==> images/met2.png <==
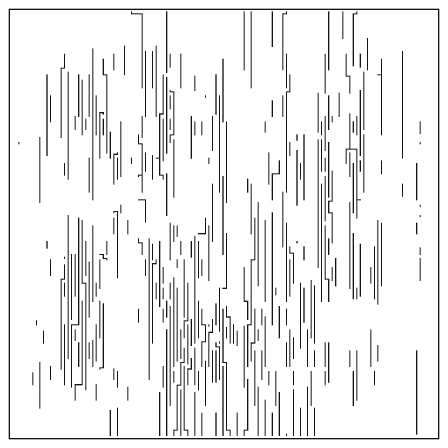
==> images/drive_strength.png <==
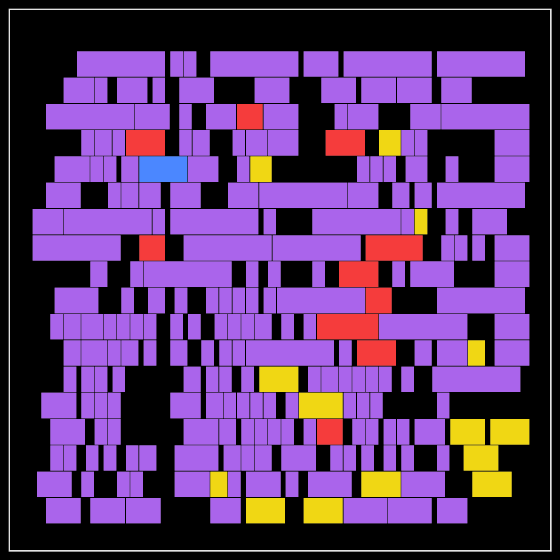
==> images/final_congestion.png <==
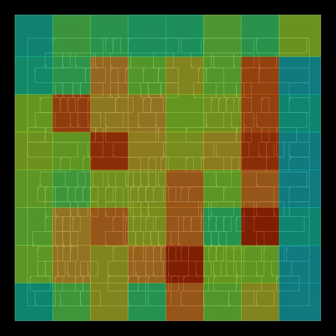
## src/rtl/mips_multicycle_ctrl.sv

```systemverilog
// Main control FSM of the multi-cycle MIPS datapath: Moore-decoded selects and enables,
// stepped by the divider strobe, with a fetched-instruction counter for the LED view.
module mips_multicycle_ctrl #(
  parameter int CNT_W = 16
) (
  input  logic             clk,
  input  logic             SYS_reset,
  input  logic             step_en,
  input  logic [5:0]       opcode,
  output logic             pc_write,
  output logic             branch_eq,
  output logic             branch_ne,
  output logic             iord,
  output logic             mem_write,
  output logic             ir_write,
  output logic             reg_dst,
  output logic             mem_to_reg,
  output logic             reg_write,
  output logic             alu_src_a,
  output logic [1:0]       alu_src_b,
  output logic [1:0]       alu_op,
  output logic [1:0]       pc_source,
  output logic             illegal_op,
  output logic [3:0]       state,
  output logic [CNT_W-1:0] instr_cnt
);

  typedef enum logic [3:0] {
    S_FETCH   = 4'd0,  S_DECODE = 4'd1,  S_MEMADR = 4'd2,  S_MEMRD  = 4'd3,
    S_MEMWB   = 4'd4,  S_MEMWR  = 4'd5,  S_RTEX   = 4'd6,  S_RTWB   = 4'd7,
    S_BEQ     = 4'd8,  S_BNE    = 4'd9,  S_ADDIEX = 4'd10, S_ADDIWB = 4'd11,
    S_JUMP    = 4'd12, S_ILLEGAL = 4'd13
  } state_e;

  localparam logic [5:0] OP_LW = 6'b100011, OP_SW = 6'b101011, OP_RT = 6'b000000,
                         OP_BEQ = 6'b000100, OP_BNE = 6'b000101, OP_ADDI = 6'b001000,
                         OP_J = 6'b000010;

  state_e           state_q, state_d;
  logic [CNT_W-1:0] cnt_q;
  logic             pcw_r, beq_r, bne_r, memw_r, irw_r, regw_r, ill_r;
  logic             wr_en;

  always_ff @(posedge clk or posedge SYS_reset) begin
    if (SYS_reset) begin
      state_q <= S_FETCH;
      cnt_q   <= '0;
    end else if (step_en) begin
      state_q <= state_d;
      if (state_q == S_FETCH) cnt_q <= cnt_q + 1'b1;
    end
  end

  always_comb begin
    state_d = S_FETCH;
    unique case (state_q)
      S_FETCH:  state_d = S_DECODE;
      S_DECODE: begin
        case (opcode)
          OP_LW, OP_SW: state_d = S_MEMADR;
          OP_RT:        state_d = S_RTEX;
          OP_BEQ:       state_d = S_BEQ;
          OP_BNE:       state_d = S_BNE;
          OP_ADDI:      state_d = S_ADDIEX;
          OP_J:         state_d = S_JUMP;
          default:      state_d = S_ILLEGAL;
        endcase
      end
      S_MEMADR: state_d = (opcode == OP_SW) ? S_MEMWR : S_MEMRD;
      S_MEMRD:  state_d = S_MEMWB;
      S_RTEX:   state_d = S_RTWB;
      S_ADDIEX: state_d = S_ADDIWB;
      default:  state_d = S_FETCH;
    endcase
  end

  // Moore decode; raw strobes are gated below so each fires once per state visit.
  always_comb begin
    pcw_r = 1'b0; beq_r = 1'b0; bne_r = 1'b0; memw_r = 1'b0; irw_r = 1'b0;
    regw_r = 1'b0; ill_r = 1'b0;
    iord = 1'b0; reg_dst = 1'b0; mem_to_reg = 1'b0; alu_src_a = 1'b0;
    alu_src_b = 2'b00; alu_op = 2'b00; pc_source = 2'b00;
    case (state_q)
      S_FETCH:  begin irw_r = 1'b1; pcw_r = 1'b1; alu_src_b = 2'b01; end
      S_DECODE: alu_src_b = 2'b11;
      S_MEMADR, S_ADDIEX: begin alu_src_a = 1'b1; alu_src_b = 2'b10; end
      S_MEMRD:  iord = 1'b1;
      S_MEMWR:  begin iord = 1'b1; memw_r = 1'b1; end
      S_MEMWB:  begin regw_r = 1'b1; mem_to_reg = 1'b1; end
      S_RTEX:   begin alu_src_a = 1'b1; alu_op = 2'b10; end
      S_RTWB:   begin regw_r = 1'b1; reg_dst = 1'b1; end
      S_ADDIWB: regw_r = 1'b1;
      S_BEQ:    begin alu_src_a = 1'b1; alu_op = 2'b01; pc_source = 2'b01; beq_r = 1'b1; end
      S_BNE:    begin alu_src_a = 1'b1; alu_op = 2'b01; pc_source = 2'b01; bne_r = 1'b1; end
      S_JUMP:   begin pcw_r = 1'b1; pc_source = 2'b10; end
      S_ILLEGAL: ill_r = 1'b1;
      default:  ;
    endcase
  end

  assign wr_en      = step_en & ~SYS_reset;
  assign pc_write   = pcw_r  & wr_en;
  assign branch_eq  = beq_r  & wr_en;
  assign branch_ne  = bne_r  & wr_en;
  assign mem_write  = memw_r & wr_en;
  assign ir_write   = irw_r  & wr_en;
  assign reg_write  = regw_r & wr_en;
  assign illegal_op = ill_r  & wr_en;
  assign state      = state_q;
  assign instr_cnt  = cnt_q;

endmodule
```

## config.mk

```make
export PLATFORM = sky130hd
export DESIGN_NAME = mips_multicycle_ctrl
export DESIGN_NICKNAME = d
export VERILOG_FILES = /design/src/rtl/mips_multicycle_ctrl.sv
export SDC_FILE = /design/constraint.sdc
export NUM_CORES = 1
export LEC_CHECK = 0
export ABC_AREA = 1
export CAP_MARGIN = 20
export CORE_MARGIN = 2
export CORE_UTILIZATION = 48
export DETAILED_ROUTE_END_ITERATION = 10
export GPL_ROUTABILITY_DRIVEN = 1
export GPL_TIMING_DRIVEN = 0
export PLACE_DENSITY = 0.81
export SYNTH_ARGS = -nofsm -noshare
export SYNTH_HDL_FRONTEND = slang
export SYNTH_SLANG_ARGS = --single-unit
```

## constraint.sdc

```tcl
create_clock -name clk -period 2.6 [get_ports clk]
set_input_delay 0.52 -clock clk [delete_from_list [all_inputs] [get_ports clk]]
set_output_delay 0.52 -clock clk [all_outputs]
set_load 0.05 [all_outputs]
```

==> run summary <==
fresh numbers from the pnr run: highest metal used met4, placed cell area 0.00180 mm2, I/O pin cnt 46, reg-to-reg slack, setup just under 1 ns, Comb. pwr 1040 uW, clock network power 187 uW, Critical Path RT between 2 and 2.5 ns, synth warn 0, Synth Area in Adders 0.00967, CTS H-tree depth 1, Post-synth seq share 0.387, initial antenna violation count 0, Post-Synth AOI/OAI Area 0.0387, max-slew violations 0, Crit Path Class flip-flop to primary output, slowest CP cell dlygate4sd2_1, VDD IR max between 0.7 and 0.8 mV, Reg-to-Reg End instr_cnt[12], Dominant comb cell simple AND/OR/NAND/NOR gates, Least-Margin Pin Slew 0.740 ns, RSZ-0062 raised after global routing false, top cells by area dfrtp_1 (39%), nand2_1 (15%), inv_1 (8.7%), max FFs per register 16, Via density a little under 5, setup ws final 0.146 ns, final antenna-violating net count 0, cell row count 18, Clock Power Share 0.111, Cell Chain, Critical Path buf_2 -> inv_1 -> nor2_1 -> inv_1 -> nor2_1 -> dlygate4sd2_1, DRC 0, total congestion overflow 0, Synth Instances 183, R2R Path Start state[2], Met2 Wirelength 1.55 mm, top_reg_cell synth dfrtp_1, Crit. End Element primary output, CP Launch Type flip-flop, final hold violation count 0, Late-Pin Clk Latency between 0.3 and 0.4 ns, Routed WL 3.07 mm, final setup fails 0, filler instances 222, count of tool warnings 26, routed vias 1,296, WP depth 6, Pwr Total 1680 uW, Final Cycle Share 0.944, clock-pin slew on the worst setup and hold paths ~0.12 ns, vias in the first global route roughly 1,300, postcts setup bufs 0, Commonest Layout Cell nand2_1, metal3 WL around 130 um, Reg2Reg Depth 7, Yosys Instances 183, share of post-route cells with drive strength above 1 0.108, Pre-Place Util 0.513, Worst Hold Class flip-flop to flip-flop, syn_nets 193, sequential cell area 500 um2, Net Sw Frac 0.553, CP bufs+invs 4, Synth top cell by count nand2_1, CTS Buf Count 3, clock skew a little over 0.008 ns, GR Util met2 0.386, first-pass GRT wire length 5.42 mm, area grow syn2layout 42.6%, largest net degree at the start of global routing 21, cell taking the most area after synthesis dfrtp_1, Die Size between 0.003 and 0.004 mm2, CP endpoint alu_op[1], top-area cell type share of the netlist area 0.387, CTS Root Buffer Type clkbuf_4, max_slew headroom 0.506, synth unique cells 20, final instance area 0.00184 mm2, Port Buffers roughly 45, P_int roughly 750 uW, Max Cap Viol 0, MUX area fraction 0, synthesized area per cell 7.07 um2, dpl cells 258, core area around 0.0025 mm2, Post-synth top cells nand2_1 (50), inv_1 (30), nor2_1 (30), dfrtp_1 (20), nand3_1 (9), fmax 0.408 GHz, drt pass-1 iters 4, Post-synth EDFFs 0, initial drt markers 37, met1 WL roughly 1.4 mm, leakage 0.00101 uW, Layout Nets 243, min Tclk post-route about 2.5 ns, mapped cell area approximately 0.0013 mm2, sequential cell power 458 uW, post-synthesis async set-or-reset flop share 1.00, Fin Setup TNS 0 ns, CTS Sinks 20, DP HPWL 2.49 mm, delay-heaviest family, CP buffers and inverters, xor/xnor share 0.0880, sw power approximately 930 uW, Top cells excl fill/tap nand2_1 (50), nor2_1 (30), inv_1 (30), clk buf depth 2, post-layout util 0.731, CTS tree built, met1 usage 0.262, Total GRT Usage 0.216, die height 55.9 um, Top pwr grp combinational cells, Critical Path Source state[1], pwr dens 911 mW/mm2, crit-path max cell delay between 0.5 and 0.6 ns, global route hottest layer met2, simple-gate portion of the synthesized area 0.383, RD Place Congestion 0.869, hold slack 0.502 ns, arrival time at the worst endpoint 1.93 ns, status finished clean, combinational share of power 0.616, pre-CTS setup slack -0.552 ns, Die Wd 55.9 um, non-filler cells, final 262, Comb area ~690 um2, Synth flops 20, critical path peak fanout 8, ANT cells 0, chip area in the Yosys report 0.00129 mm2
## Picture notes: met2.png
The layer holds 50% of the routed length. The longest straight run is 19.7 um. The wires run mostly vertical. The layer carries 1,550 um of wire. 210 nets have wire on it.

## Picture notes: drive_strength.png
Blue is drive 6 and up, cells 1. Purple is drive 1 or less, cells 207. Red is drive 3 to 4, cells 10. Yellow is drive 2, cells 14.

## Picture notes: final_congestion.png
wire length per cell: 11.7 um
GR Util met3: 0.0465

-- what timing repair did --
item,in CTS,in global routing
hold buffers,0,0
setup endpoints to repair,12,12
gates resized,29,9
-- cell type report --
class	count	area share
multi-input combinational	131	0.373
sequential	20	0.271
timing repair buffer	45	0.250
inverter	31	0.0631
tap	30	0.0204
clock buffer	4	0.0197
buffer	1	0.00271
-- worst min-delay path by stage --
stage | start | endpoint | cells after the start
floorplan | SYS_reset | instr_cnt[0] | 1
global placement | instr_cnt[15] | instr_cnt[15] | 1
detailed placement | instr_cnt[13] | instr_cnt[13] | 2
CTS | instr_cnt[12] | instr_cnt[12] | 1
global route | instr_cnt[15] | instr_cnt[15] | 1
finish | instr_cnt[15] | instr_cnt[15] | 1
Power is estimated from default activity; no workload was simulated.
